<file path="src/rtl/fetch_unit.sv">
// RV32I instruction fetch stage: owns the PC, issues word requests to
// instruction memory under a credit limit, buffers returned words with their
// PCs and hands them to decode over a valid/ready handshake. Redirects from
// execute flush the buffer and discard responses that are still in flight.
module fetch_unit #(
  parameter logic [31:0] RESET_PC = 32'h0000_0000,
  parameter int          DEPTH    = 2
) (
  input  logic        clk,
  input  logic        rst,
  output logic        imem_req_valid,
  input  logic        imem_req_ready,
  output logic [31:0] imem_addr,
  input  logic        imem_resp_valid,
  input  logic [31:0] imem_resp_data,
  input  logic        redirect_valid,
  input  logic [31:0] redirect_pc,
  output logic        out_valid,
  input  logic        out_ready,
  output logic [31:0] out_instruction,
  output logic [31:0] out_pc
);

  localparam int AW = $clog2(DEPTH);
  localparam int CW = AW + 1;

  localparam logic [CW-1:0] CNT_ONE   = CW'(1);
  localparam logic [CW-1:0] CNT_DEPTH = CW'(DEPTH);
  localparam logic [CW:0]   SUM_DEPTH = (CW + 1)'(DEPTH);
  localparam logic [AW-1:0] PTR_ONE   = AW'(1);

  // Architectural state
  logic [31:0]   pcQ, pcD;
  logic [CW-1:0] inflightQ, inflightD;
  logic [CW-1:0] countQ, countD;
  logic [CW-1:0] dropQ, dropD;

  // In-flight PC FIFO: remembers which PC each outstanding request was for
  logic [31:0]   ifPcQ [DEPTH];
  logic [AW-1:0] ifWrQ, ifWrD;
  logic [AW-1:0] ifRdQ, ifRdD;

  // Output buffer: instruction words paired with their PCs
  logic [31:0]   bufPcQ    [DEPTH];
  logic [31:0]   bufInstrQ [DEPTH];
  logic [AW-1:0] bufWrQ, bufWrD;
  logic [AW-1:0] bufRdQ, bufRdD;

  // Per-cycle events
  logic          reqFire;
  logic          respKeep;
  logic          respDrop;
  logic          pushOut;
  logic          popOut;
  logic [CW:0]   creditSum;

  // Handshake decode and the credit limit that bounds in-flight plus buffered work
  always_comb begin
    creditSum      = {1'b0, inflightQ} + {1'b0, countQ};
    imem_req_valid = !rst && !redirect_valid && (creditSum < SUM_DEPTH);
    reqFire        = imem_req_valid && imem_req_ready;
    respKeep       = imem_resp_valid && (dropQ == '0);
    respDrop       = imem_resp_valid && (dropQ != '0);
    out_valid      = (countQ != '0);
    pushOut        = respKeep && !redirect_valid;
    popOut         = out_valid && out_ready && !redirect_valid;
    imem_addr      = pcQ;
  end

  // Present the buffer head; outputs read zero whenever nothing is buffered
  always_comb begin
    out_instruction = '0;
    out_pc          = '0;
    if (out_valid) begin
      out_instruction = bufInstrQ[bufRdQ];
      out_pc          = bufPcQ[bufRdQ];
    end
  end

  // Next-state for PC, counters and FIFO pointers; a redirect overrides everything
  always_comb begin
    pcD       = pcQ;
    inflightD = inflightQ;
    countD    = countQ;
    dropD     = dropQ;
    ifWrD     = ifWrQ;
    ifRdD     = ifRdQ;
    bufWrD    = bufWrQ;
    bufRdD    = bufRdQ;

    if (reqFire) begin
      ifWrD = ifWrQ + PTR_ONE;
    end
    if (imem_resp_valid) begin
      ifRdD = ifRdQ + PTR_ONE;
    end
    inflightD = inflightQ + (reqFire ? CNT_ONE : '0) - (imem_resp_valid ? CNT_ONE : '0);

    if (redirect_valid) begin
      pcD    = redirect_pc & 32'hFFFF_FFFC;
      countD = '0;
      bufRdD = bufWrQ;
      dropD  = inflightQ - (imem_resp_valid ? CNT_ONE : '0);
    end else begin
      if (reqFire) begin
        pcD = pcQ + 32'd4;
      end
      if (respDrop) begin
        dropD = dropQ - CNT_ONE;
      end
      if (pushOut) begin
        bufWrD = bufWrQ + PTR_ONE;
      end
      if (popOut) begin
        bufRdD = bufRdQ + PTR_ONE;
      end
      countD = countQ + (pushOut ? CNT_ONE : '0) - (popOut ? CNT_ONE : '0);
    end
  end

  // Control state register with asynchronous clear
  always_ff @(posedge clk or posedge rst) begin
    if (rst) begin
      pcQ       <= RESET_PC;
      inflightQ <= '0;
      countQ    <= '0;
      dropQ     <= '0;
      ifWrQ     <= '0;
      ifRdQ     <= '0;
      bufWrQ    <= '0;
      bufRdQ    <= '0;
    end else begin
      pcQ       <= pcD;
      inflightQ <= inflightD;
      countQ    <= countD;
      dropQ     <= dropD;
      ifWrQ     <= ifWrD;
      ifRdQ     <= ifRdD;
      bufWrQ    <= bufWrD;
      bufRdQ    <= bufRdD;
    end
  end

  // FIFO storage needs no reset: counters decide which entries are meaningful
  always_ff @(posedge clk) begin
    if (reqFire) begin
      ifPcQ[ifWrQ] <= pcQ;
    end
    if (pushOut) begin
      bufPcQ[bufWrQ]    <= ifPcQ[ifRdQ];
      bufInstrQ[bufWrQ] <= imem_resp_data;
    end
  end

  // Design-error traps: buffer overflow and counter underflow must never happen
  always_ff @(posedge clk) begin
    if (!rst) begin
      assert (!(pushOut && !popOut && (countQ == CNT_DEPTH)));
      assert (!(reqFire && !imem_resp_valid && (inflightQ == CNT_DEPTH)));
      assert (!(imem_resp_valid && (inflightQ == '0)));
      assert (dropQ <= inflightQ);
    end
  end

endmodule

</file>
<file path="config.mk">
export PLATFORM = sky130hd
export DESIGN_NAME = fetch_unit
export DESIGN_NICKNAME = d
export VERILOG_FILES = /design/src/rtl/fetch_unit.sv
export SDC_FILE = /design/constraint.sdc
export NUM_CORES = 1
export LEC_CHECK = 0
export ABC_CLOCK_PERIOD_IN_PS = 4650
export CORE_ASPECT_RATIO = 1.75
export CORE_MARGIN = 2
export CORE_UTILIZATION = 38
export CTS_BUF_LIST = sky130_fd_sc_hd__clkbuf_8
export DETAILED_ROUTE_END_ITERATION = 6
export GPL_TIMING_DRIVEN = 0
export SLEW_MARGIN = 10
export SYNTH_ARGS = -nofsm -noshare
export SYNTH_HDL_FRONTEND = slang
export SYNTH_SLANG_ARGS = --single-unit
</file>
<file path="constraint.sdc">
create_clock -name clk -period 4.65 [get_ports clk]
set_input_delay 0.465 -clock clk [delete_from_list [all_inputs] [get_ports clk]]
set_output_delay 0.465 -clock clk [all_outputs]
set_load 0.01 [all_outputs]
</file>
Figure 1. Sequential cells coloured by netlist name.
Bar = 20 um. Other sequential cells in the stronger grey, the rest of the logic in the fainter grey.
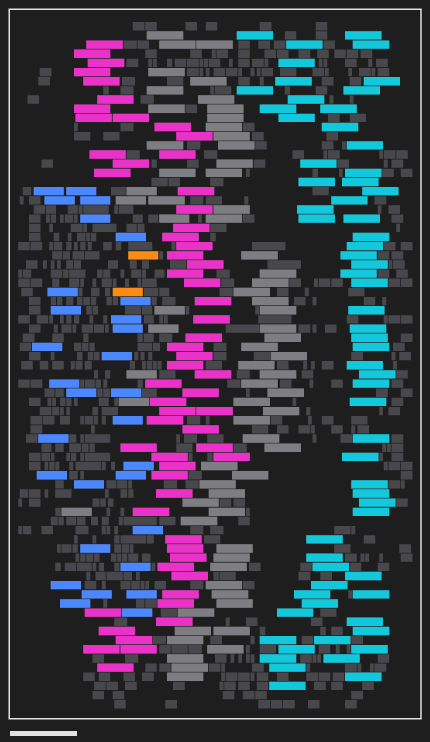
legend:
  magenta:
    name_in_the_netlist: ifPcQ
    placed_flops: 60
  orange:
    name_in_the_netlist: countQ
    placed_flops: 2
  blue:
    name_in_the_netlist: imem_addr
    placed_flops: 30
  cyan:
    name_in_the_netlist: bufInstrQ
    placed_flops: 64
    where: a vertical strip on the right
Post-Route Utilization: 0.501
seq pwr: 2.59 mW
register area: 6530 um^2
Seq/total area: 0.545

Figure 2. Zoomed window.
Bar = 10 um. Window x 18 to 43, y 40 to 65 um. Cells in grey, sequential cells in the stronger grey; small squares are vias.
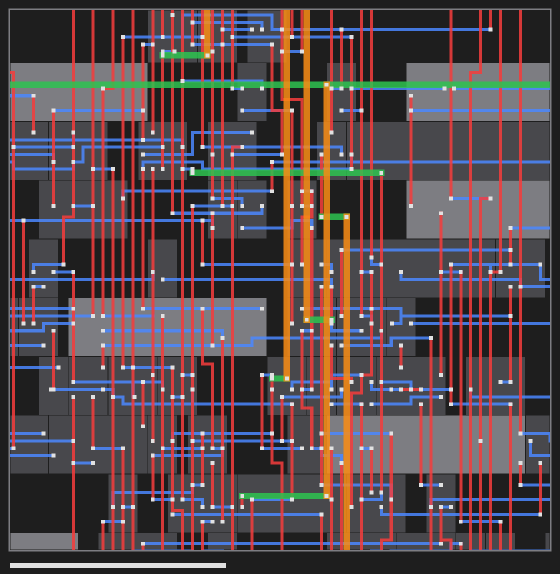
legend:
  blue:
    layer: M1
  red:
    layer: M2
  green:
    layer: M3
  orange:
    layer: M4
cells with their middle in the window: 48
netlist names of flops here include: imem_addr (3)
most frequent: nor2_1 (6), o21ai_0 (6), nand2_1 (6)
sequential cells in the window: 5

Figure 3. Nets reached from selected ports.
Bar = 20 um.
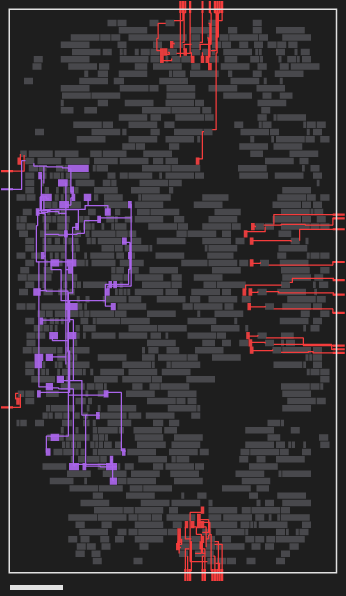
legend:
  purple:
    port: redirect_valid
    bits: 1
    direction: input
    edge: west
    end_cells: 48
    buffers: 6
    wire: 865 um
  red:
    port: out_pc
    bits: 32
    direction: output
    edge: 10 south, 10 east, 10 north, 2 west
    end_cells: 32
    buffers: 32
    wire: 779 um
I/O Pins: 168
port bufs: 161

==> flow_summary.yaml <==
# flow metrics
cells_and_area:
  fillers: 2122
  drive_gt1_frac: 0.119
  buffers_excl_clock: 198
  nonClkBufAreaFrac: 0.159
  area_growth_pct: 29.8
  largest_reg_flops: 64
  sh_comb_area: 0.212
  inverters: 16
  flop-count: 224
  largest_cell_class: "registers"
  nets: 912
  comb_area_um2: 2550
  nClkBuffers: 33
  top_regs: "bufInstrQ (64), bufPcQ (60), ifPcQ (60)"
  lay_top_count: "edfxtp_1"
  logic_gate_count: 363
  mostFrequentLayoutCells: "edfxtp_1 (184), clkdlybuf4s50_1 (161), nor2_1 (86)"
  clock_area_frac: 0.0467
  diodes: 0
  regMostFlops: "bufInstrQ"
  final_area_um2: 12000
  stdcell_count: 1166
worst_setup_path:
  endpoint_kind: "register"
  worstPathRequired_ns: 5.14
  timing.rr.end: "inflightQ[1]$_DFF_PP0_"
  slowest_delay_ns: 0.49
  path_buffers: 4
  critPathMaxFanout: 10
  critical_path_cell_count: 12
  rr_worst_depth: 12
  critPathLaunch: "countQ[0]$_DFF_PP0_"
  crit_path_end: "inflightQ[1]$_DFF_PP0_"
  start_kind: "register"
  crit_family: "adder cells"
  path_cells: "and2_1, fa_1, nor4_4, and2_1, buf_2, inv_2, clkbuf_1, ha_1, inv_1, ha_1, xnor2_1, xnor2_1"
  path_class: "reg -> reg"
  rrSetupSlack_ns: 1.14
  reg2reg_from: "countQ[0]$_DFF_PP0_"
  worstPathArrival_ns: 4.00
  slowest_stage: "fa_1"
placement:
  dpl_cell_area_um2: 11400
  hpwl_um: 15400
  dp_cells: 1109
  routabilityCongestion: 0.899
cts:
  cts-root-buf: "clkbuf_8"
  clk_pin_slew_ns: 0.08
  cts_buffers: 31
  cts_tree: "built"
  cts_buffer_depth: 3
  insertion_delay_ns: 0.58
  postCtsHoldBufs: 0
  post_cts_buffers: 0
  cts_num_sinks: 224
  cts_resized: 0
  cts_max_level: 1
power:
  power_switching_mw: 1.65
  power_leader: "sequential cells"
  powerComb_mw: 1.55
  intPower_mw: 3.85
  p_comb_frac: 0.281
  cellLeakagePower_nw: 4.28
  peakVddDrop_mv: 0.159
  sw_frac_of_total: 0.300
  power.share.clock: 0.249
  pwr-share-seq: 0.470
  powerDensity_nw_per_um2: 459
  p_clk_mw: 1.37
detailed_routing:
  wl_met1_um: 7680
  wl_met2_um: 11900
  via_per_inst: 5.08
  dr_wl_met3_um: 1100
  drt_pass1_iterations: 7
  wl_per_cell_um: 18.6
  drt_iter0_markers: 332
  vias: 5919
  ant_nets: 0
  top_layer_used: "met4"
  routed_wl_um: 21600
  drc_errors: 6
logic_synthesis:
  yosys.area_share.aoi: 0.0487
  syn_inst: 631
  xor_area_frac: 0.0114
  ys_seq_frac: 0.707
  synth.avg_cell_area_um2: 14.6
  yosys.area_share.adder: 0.0117
  synth_flops: 224
  synth_warnings: 0
  yosys.area.top_type_share: 0.599
  simple_gate_area_frac: 0.0937
  ys_cells: 631
  yosys-top-cells-area: "edfxtp_1 (60%), dfrtp_1 (11%), mux2i_1 (6.9%)"
  synth_area_um2: 9230
  ys_async_sr_fraction: 0.179
  top_area_cell: "edfxtp_1"
  synthTopCellsByCount: "edfxtp_1 (184), nor2_1 (90), mux2i_1 (64)"
  yosys_area_um2: 9230
  synthTopLogicFamily: "multiplexers"
  edf_count: 184
  mux_share: 0.106
  ys_types: 45
  ff_type: "edfxtp_1"
  synth.most_common_cell: "edfxtp_1"
grt:
  antenna_found_initial: 0
  use_met3: 0.0214
  grt_use_met1: 0.186
  grt_pass1_wl_um: 33700
  grt_pass1_vias: 6233
  grt_max_degree: 31
  grt_overflow_total: 0
  track_usage: 0.170
timing:
  finalHoldViolCount: 0
  finalCritPeriodShare: 0.756
  fin_skew_ns: 0.0134
  finalSetupViolations: 0
  max_freq_ghz: 0.285
  max_slew.worst_pin.slew_ns: 0.785
  max_slew_margin: 0.475
  rsz0062_at_grt: "no"
  fin_crit_ns: 3.51
  slew_viol_final: 0
run_status:
  violations: "DRC"
  status: "complete, but fails checks"
die:
  dieArea_um2: 25600
  well_tap_count: 308
  fp_util: 0.386
  die_w_um: 122
  rows: 75
  coreArea_um2: 23900
  die_h_um: 210
hold_path:
  min_path_type: "in -> async"
run:
  warning_count: 28
  maxCapViolCount: 0
Figure 4. Logic cells by family.
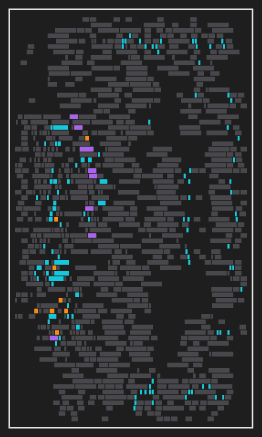
legend:
  orange:
    family: and/or cells
    cells: 8
  purple:
    family: fa/ha/maj cells
    cells: 8
    most_used: ha_1
  cyan:
    family: nor cells
    cells: 108
    most_used: nor2_1
    where: spread over the die

Figure 5. Track usage over the die.
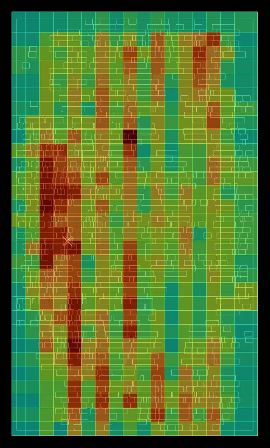
met2 Track Usage GR: 0.315
GRT Max-Usage Layer: met2

stage by stage:
stage	setup TNS, ns	utilization	power (mW)	hold WS (ns)	setup slack [ns]
3_3_place_gp	-218.69	0.470	4.12	0.479	-1.71
3_5_place_dp	0	0.477	4.20	0.518	1.20
5_1_grt	0	0.501	5.80	0.235	1.01
4_1_cts	0	0.501	5.59	0.206	1.06
2_1_floorplan	0	-	3.49	0.460	0.604
6_report	0	0.501	5.51	0.244	1.14
cell families after synthesis:
logic type,after synthesis
other,1
AOI/OAI and AO/OA,66
and+or+nand+nor,179
xor gates and xnor gates,12
DFF,224
adders and majority gates,8
muxes,94
buffers and inverters,47
Power is estimated from default activity; no workload was simulated.
